[src/rtl/fifo_read_ctrl.sv]
`default_nettype none
// ============================================================================
//  Module      : fifo_read_ctrl
//  Description : Read-domain controller for an asynchronous FIFO. Owns the
//                binary/Gray read pointers, drives the RAM read address,
//                produces a registered empty flag from the synchronized Gray
//                write pointer, and registers RAM read data into a
//                valid-qualified output with an underflow pulse.
//                Optional macro FIFO_RD_LEVEL_EN adds r_level and
//                r_almost_empty outputs.
//  Revision    : 1.0 - initial release
// ============================================================================
module fifo_read_ctrl #(
   parameter int DATA_BITS = 8,
   parameter int ADDR_BITS = 4,
   parameter int AE_LEVEL  = 2
) (
   input  logic                 r_clk,
   input  logic                 r_rst,
   input  logic                 r_en,
   input  logic [ADDR_BITS:0]   r_q2_wptr,
   input  logic [DATA_BITS-1:0] ram_r_data,
   output logic [ADDR_BITS-1:0] r_addr,
   output logic [ADDR_BITS:0]   r_ptr,
   output logic                 r_empty,
   output logic [DATA_BITS-1:0] r_data,
   output logic                 r_valid,
`ifdef FIFO_RD_LEVEL_EN
   output logic [ADDR_BITS:0]   r_level,
   output logic                 r_almost_empty,
`endif
   output logic                 r_underflow
);

   // Binary read pointer; one extra MSB distinguishes laps around the RAM.
   logic [ADDR_BITS:0] r_bin;

   logic               w_pop;
   logic [ADDR_BITS:0] w_bin_next;
   logic [ADDR_BITS:0] w_gray_next;

   // Next-state pointer arithmetic: a read is accepted only when not empty.
   always_comb begin
      w_pop       = r_en && !r_empty;
      w_bin_next  = r_bin + {{ADDR_BITS{1'b0}}, w_pop};
      w_gray_next = (w_bin_next >> 1) ^ w_bin_next;
   end

   // RAM address comes straight from the pointer, never from r_en.
   assign r_addr = r_bin[ADDR_BITS-1:0];

   // Pointer, empty flag and read data registers.
   always_ff @(posedge r_clk) begin
      if (r_rst) begin
         r_bin       <= '0;
         r_ptr       <= '0;
         r_empty     <= 1'b1;
         r_data      <= '0;
         r_valid     <= 1'b0;
         r_underflow <= 1'b0;
      end else begin
         r_bin       <= w_bin_next;
         r_ptr       <= w_gray_next;
         // Comparing the post-pop Gray pointer lets empty assert on the same
         // edge as the final pop instead of one cycle later.
         r_empty     <= (w_gray_next == r_q2_wptr);
         r_valid     <= w_pop;
         r_underflow <= r_en && r_empty;
         if (w_pop) begin
            r_data <= ram_r_data;
         end
      end
   end

`ifdef FIFO_RD_LEVEL_EN
   localparam logic [ADDR_BITS:0] c_AE_LEVEL = (ADDR_BITS+1)'(AE_LEVEL);

   logic [ADDR_BITS:0] w_wbin;
   logic [ADDR_BITS:0] w_level_next;

   // Gray-to-binary: each binary bit is the XOR of all Gray bits at and above it.
   for (genvar i = 0; i <= ADDR_BITS; i++) begin : g_gray2bin
      assign w_wbin[i] = ^(r_q2_wptr >> i);
   end

   assign w_level_next = w_wbin - w_bin_next;

   // Fill level as seen from the read side, and the almost-empty threshold.
   always_ff @(posedge r_clk) begin
      if (r_rst) begin
         r_level        <= '0;
         r_almost_empty <= 1'b1;
      end else begin
         r_level        <= w_level_next;
         r_almost_empty <= (w_level_next <= c_AE_LEVEL);
      end
   end
`endif

endmodule
`default_nettype wire

[config.mk]
export PLATFORM = sky130hd
export DESIGN_NAME = fifo_read_ctrl
export DESIGN_NICKNAME = d
export VERILOG_FILES = /design/src/rtl/fifo_read_ctrl.sv
export SDC_FILE = /design/constraint.sdc
export NUM_CORES = 1
export LEC_CHECK = 0
export CORE_AREA = 2 2 53 45
export DETAILED_ROUTE_END_ITERATION = 7
export DIE_AREA = 0 0 55 47
export PLACE_DENSITY_LB_ADDON = 0.05
export SYNTH_ARGS = -nofsm -noshare
export SYNTH_HDL_FRONTEND = slang
export SYNTH_SLANG_ARGS = --single-unit
[constraint.sdc]
create_clock -name r_clk -period 7.47 [get_ports r_clk]
set_input_delay 1.8675 -clock r_clk [delete_from_list [all_inputs] [get_ports r_clk]]
set_output_delay 1.8675 -clock r_clk [all_outputs]
set_load 0.05 [all_outputs]
==> flow_summary.toml, run 1 <==
# physical design summary
[cells_and_area]
comb_area_sq_um = 413
non_clock_inverter_count = 2
seq-cell-share_pct = 32.7
antenna_cells = 0
fin_util_pct = 59.3
final_area_sq_um = 1220
area_delta_synth_final_pct = 47.0
fillers = 205
largestClassByArea = "combinational gates"
drive_gt1_share_pct = 7.20

[sta]
maxSlewHeadroom_pct = 51.7
setup_ws_ns = 3.36
finalWorstPathRequiredPeriod_ns = 4.11
fmax_ghz = 0.243

[floorplan]
fp_util_pct = 40.4
coreArea_sq_um = 2060
io_pins = 36

[routing]
drt-pass1-iter-count = 4
num_vias = 662
drt-total-wl_mm = 1.62
ant_nets = 0

[logic_synthesis]
netlist_instances = 90
fp_nets = 108
aoi_share_pct = 10.7
yosysCellCount = 90
mux_area_share_pct = 0
avgSynthCellArea_sq_um = 9.26
synth_flops = 20
synthSimpleGateAreaFrac_pct = 19.4
yosys_most_used_dff = "dfxtp_1"

[clock_network]
clkSlewWorstSetupHoldPaths_ns = 0.10
clk_path_buf_depth = 2
post_cts_buffers = 0
htreeDepth = 1
cts_hold_buf = 0

[min_path]
hold_path_depth = 2
hp-class = "reg2reg"

[power]
p_leak_nw = 0.455

[global_routing]
grt_max_degree = 21

[placement]
dpl.hpwl_mm = 1.22

[status]
status = "completed"

[flow_run]
maxCapViolCount = 0
tool_warnings = 26

[critical_path]
critPathKind = "in2reg"
arrival_ns = 4.30
path_buffers = 2
crit_top_cell = "ha_1"
end_kind = "flop"
[run 1: worst max path at each step]
| stage | start | to | slack (ns) |
|---|---|---|---|
| after global placement | r_en | r_empty | 3.14 |
| after floorplan | r_en | r_empty | 3.84 |
| final | r_en | r_empty | 3.36 |
| after CTS | r_en | r_empty | 3.36 |
| after detailed placement | r_en | r_empty | 3.05 |
| after global routing | r_en | r_empty | 3.20 |
[run 1: per-layer routing]
metal | up-vias | routed length [um] | GRT usage, %
li1 | 357 | - | -
met2 | 22 | 715 | 21.2
met5 | - | 0 | 0
met1 | 283 | 752 | 17.6
met4 | 0 | 0 | 1.46
met3 | 0 | 152 | 7.01
[run 1: cell usage in the layout (no fill, tap or decap)]
cell type and n:
xnor2_2 1, inv_2 1, dfxtp_1 20, nor2b_4 1, a22oi_2 1, a41o_1 1, clkbuf_4 3, clkdlybuf4s50_1 35
ha_1 2, a21oi_1 8, clkinv_1 1, xor2_1 6, xor2_2 1, o31ai_4 1, nand2_1 21, nor2b_1 3
o21ai_1 1, xnor2_1 6, nor2_1 9, nand3_1 2, nand2b_1 1
[run 1: state kept, by name, indices dropped and copies added, names as in the netlist]
signal	count
r_data	8
r_ptr	5
r_bin	4
r_empty	1
r_underflow	1
r_valid	1
[run 1: worst min-delay path, cell delays in order, from the launching register on]
cell and delay [ns]:
dfxtp_1 0.32, nand2_1 0.05, a21oi_1 0.05
[run 1: report_power, final]
group          internal, mW  leakage (nW)  switching [mW]  total [mW]
logic                0.0200         0.278          0.0276      0.0476
registers             0.111         0.163         0.00206       0.113
clock network        0.0187        0.0138          0.0293      0.0480
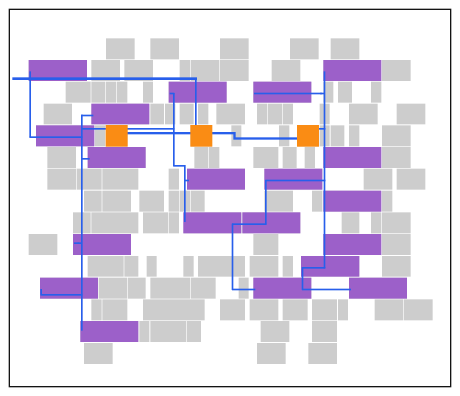
*Clock wires, drivers and flops, run 1*
Drawn at 8 px/um.
[purple] flip-flops | count: 20
[orange] clock-net drivers | count: 3
[blue] clock wires | length: 211 um
routed clock nets	4
clock group share of total power: 23.0%
Clock group: 0.0480 mW
Late-Pin Clk Latency: 0.29 ns
Final Skew: 0.00273 ns

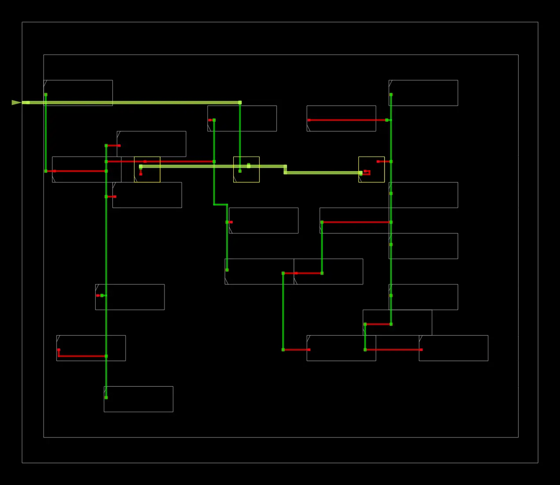
*The clock network, run 1*
Seq Cell Count: 20
# clock sinks: 20

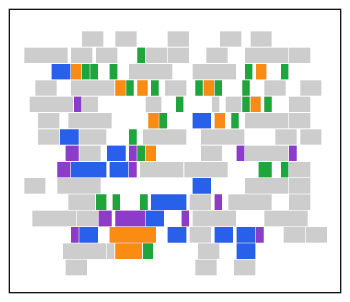
*Gate-type map, run 1*
Drawn at 6 px/um.
colour	family	cells
green	nand cells	24
orange	aoi and oai cells	11
purple	nor cells	13
blue	xor and xnor cells	14
combinational share of cell area: 33.7%
Finished Layout Cells: 150
most frequent logic cell in the layout: clkdlybuf4s50_1

### Pin placement, run 1

Drawn at 6 px/um. Pins as bars across the die edge, other pins in grey.
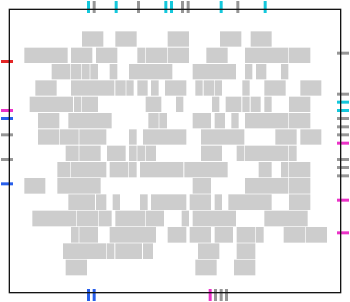

==> run 2, diff against run 1 <==
--- a/config.mk
+++ b/config.mk
@@ -5,9 +5,9 @@
 export SDC_FILE = /design/constraint.sdc
 export NUM_CORES = 1
 export LEC_CHECK = 0
-export CORE_AREA = 2 2 53 45
+export CORE_AREA = 2 2 55 46
 export DETAILED_ROUTE_END_ITERATION = 7
-export DIE_AREA = 0 0 55 47
+export DIE_AREA = 0 0 57 48
 export PLACE_DENSITY_LB_ADDON = 0.05
 export SYNTH_ARGS = -nofsm -noshare
 export SYNTH_HDL_FRONTEND = slang
==> constraint.sdc (replaced) <==
create_clock -name r_clk -period 4 [get_ports r_clk]
set_input_delay 1 -clock r_clk [delete_from_list [all_inputs] [get_ports r_clk]]
set_output_delay 1 -clock r_clk [all_outputs]
set_load 0.05 [all_outputs]
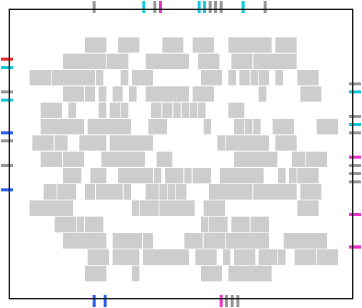
*Pin placement, run 2*
Drawn at 6 px/um. Pins as bars across the die edge, other pins in grey.
colour	port	pins	direction	edge
cyan	`ram_r_data`	8	input	4 north, 2 west, 2 east
blue	`r_addr`	4	output	2 west, 2 south
red	`r_clk`	1	input	west
magenta	`r_ptr`	5	output	3 east, 1 north, 1 south
all pins by edge	11 north, 11 east, 8 west, 6 south

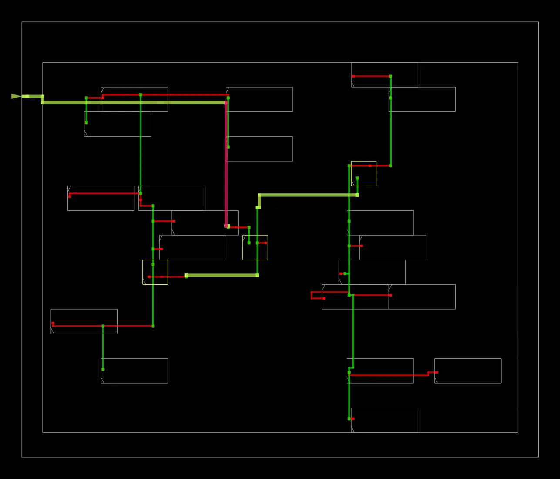
*The clock network, run 2*
Final Skew: 0.000474 ns
Clock group: 0.0903 mW
clk_buf instances: 3
TritonCTS buffer count: 3

==> flow_summary.toml, run 2 <==
# physical design summary
[routing]
ant_nets = 0
num_vias = 679
drt-pass1-iter-count = 4
drt-total-wl_mm = 1.64

[floorplan]
coreArea_sq_um = 2140
io_pins = 36

[cells_and_area]
stdcell_count = 150
final_cell_mix = "clkdlybuf4s50_1, nand2_1, dfxtp_1"
regMostFlops = "r_data"
area_delta_synth_final_pct = 47.0
antenna_cells = 0
layout_top_cell = "clkdlybuf4s50_1"

[clock_network]
clkSlewWorstSetupHoldPaths_ns = 0.10
post_cts_buffers = 0
cts_sinks = 20
htreeDepth = 1

[logic_synthesis]
synthSimpleGateAreaFrac_pct = 19.4
aoi_share_pct = 10.7
netlist_instances = 90
yosys_most_used_dff = "dfxtp_1"
fp_nets = 108

[status]
status = "completed"

[flow_run]
maxCapViolCount = 0

[sta]
finalWorstPathRequiredPeriod_ns = 3.22

[min_path]
hp-class = "reg2reg"
hold_path_depth = 2

[critical_path]
arrival_ns = 3.41
end_kind = "flop"

[placement]
dpl.hpwl_mm = 1.28
[run 2: cell counts after synthesis]
Identical to the previous run, type by type.
[run 2: cell families (layout without fill, tap and decap cells)]
| kind of cell | count (synthesis) | in the layout |
|---|---|---|
| adder cells (fa/ha/maj) | 2 | 2 |
| flip-flops | 20 | 20 |
| XOR/XNOR | 14 | 14 |
| buffers and inverters | 5 | 40 |
| AND-OR/OR-AND | 12 | 12 |
| AND/OR/NAND/NOR | 37 | 37 |
[run 2: how the worst max path moves through the flow]
stage | slack [ns] | endpoint | cells after the start | startpoint
after floorplan | 1.24 | r_empty | 9 | r_en
after global placement | 0.54 | r_empty | 9 | r_en
after detailed placement | 0.47 | r_empty | 9 | r_en
after CTS | 0.78 | r_empty | 9 | r_en
after global routing | 0.61 | r_empty | 9 | r_en
final | 0.78 | r_empty | 9 | r_en
[run 2: power breakdown]
group | switching, mW | total, mW | leakage (nW) | internal [mW]
Combinational | 0.0516 | 0.0889 | 0.278 | 0.0373
Sequential | 0.00381 | 0.211 | 0.163 | 0.208
Clock | 0.0552 | 0.0903 | 0.0138 | 0.0351
Total | 0.111 | 0.390 | 0.455 | 0.280
[run 2: cell type report]
| class | instances | area [sq um] |
|---|---|---|
| Tap cell | 25 | 31.3 |
| Multi-Input combinational cell | 65 | 413 |
| Clock buffer | 3 | 22.5 |
| Inverter | 2 | 7.51 |
| Sequential cell | 20 | 400 |
| Timing Repair Buffer | 35 | 350 |
| Fill cell | 203 | 915 |
[run 2: routing by layer]
metal	track usage [%]	part of all wire (%)	vias up
met5	0	0	-
met4	5.58	0.79	0
met3	5.14	8.2	2
met2	19.8	43	27
met1	16.3	47	293
li1	-	-	357
### Gate-type map, run 2

Drawn at 6 px/um.
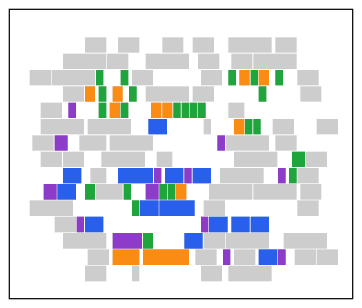

==> run 3, diff against run 2 <==
==> constraint.sdc (replaced) <==
create_clock -name r_clk -period 3.2 [get_ports r_clk]
set_input_delay 0.8 -clock r_clk [delete_from_list [all_inputs] [get_ports r_clk]]
set_output_delay 0.8 -clock r_clk [all_outputs]
set_load 0.05 [all_outputs]
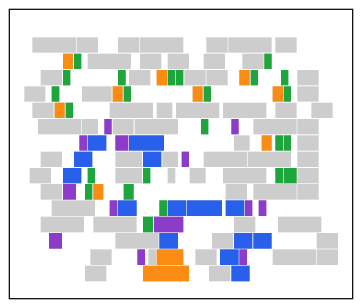
*Gate-type map, run 3*
Drawn at 6 px/um.
colour	family	cells
green	nand cells	24
purple	nor cells	13
orange	aoi and oai cells	11
blue	xor and xnor cells	14
Finished Layout Cells: 153
combinational share of cell area: 32.9%

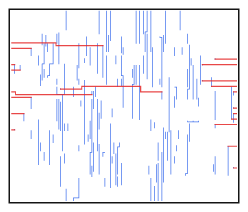
*Routed metal, one colour a layer, run 3*
Drawn at 4 px/um. Only two layers are drawn.
colour	layer	wire length
red	M3	127 um
blue	M2	739 um

==> flow_summary.toml, run 3 <==
# physical design summary
[status]
status = "completed"

[cells_and_area]
largestRegisters = "r_data: 8 flops, r_ptr: 5 flops, r_bin: 4 flops"
final_area_sq_um = 1250
area_delta_synth_final_pct = 50.5
regMostFlops = "r_data"
final_cell_mix = "clkdlybuf4s50_1, nand2_1, dfxtp_1"
largest_register_ffs = 8
layout_top_cell = "clkdlybuf4s50_1"
antenna_cells = 0
fillers = 196

[critical_path]
crit_top_cell = "ha_1"
arrival_ns = 2.69

[routing]
ant_nets = 0
num_vias = 681
drt-total-wl_mm = 1.64

[clock_network]
htreeDepth = 1
clkSlewWorstSetupHoldPaths_ns = 0.10
cts_hold_buf = 0
clock_latency_ns = 0.30
cts_sinks = 20
cts_made_buffers = 3
post_cts_buffers = 0

[logic_synthesis]
avgSynthCellArea_sq_um = 9.26
yosysCellCount = 90
fp_nets = 108
synth_flops = 20
netlist_instances = 90

[power]
p_leak_nw = 0.472

[sta]
skew_ns = 0.00150
maxSlewHeadroom_pct = 52.0
finalWorstPathRequiredPeriod_ns = 2.49
fmax_ghz = 0.402

[placement]
dpl.hpwl_mm = 1.27

[floorplan]
io_pins = 36

[min_path]
hold_path_depth = 2

[flow_run]
maxCapViolCount = 0
tool_warnings = 26

[global_routing]
grt_max_degree = 21
## run 3: cell counts after synthesis
No cell type changed its count.
## run 3: metal layers
layer | global-route usage (%) | share of wire, % | up-vias
met5 | 0 | 0 | -
met4 | 2.79 | 0 | 0
met3 | 6.76 | 7.8 | 0
met2 | 18.9 | 45 | 22
met1 | 17.0 | 47 | 298
li1 | - | - | 361
## run 3: cells by family (layout without fill, tap and decap cells)
group / after synthesis / in the layout / synth area share [%]
AOI/OAI and AO/OA: 12 / 12 / 10.7
xor gates and xnor gates: 14 / 14 / 16.5
adders and majority gates: 2 / 2 / 3.00
buffers and inverters: 5 / 43 / 2.40
DFF: 20 / 20 / 48.0
and+or+nand+nor: 37 / 37 / 19.4
## run 3: power breakdown
group          total, mW  leakage, nW  internal (mW)  switching, mW
Clock              0.143       0.0210         0.0694         0.0738
Sequential         0.264        0.163          0.259        0.00455
Combinational      0.113        0.288         0.0484         0.0647
Total              0.520        0.472          0.377          0.143
## run 3: worst paths after layout
kind | start | to | slack, ns
max reg2reg | r_empty | r_empty | 1.26
min | r_empty | r_underflow | 0.46
min reg2reg | r_empty | r_underflow | 0.46
max | r_en | r_empty | 0.71
## run 3: final cells by class
type	count	area [sq um]	share of cell area (%)
timing repair buffer	37	365	29.1
multi-input combinational	65	413	32.9
inverter	2	7.51	0.599
clock buffer	4	36.3	2.89
tap	25	31.3	2.50
sequential	20	400	31.9
## run 3: worst min-delay path, delay by kind of cell, from the launching register on
| family | cells | cell delay (ns) |
|---|---|---|
| flops | 1 | 0.33 |
| simple gates | 2 | 0.09 |
No activity file was given, so power comes from the tool's default toggle rates.
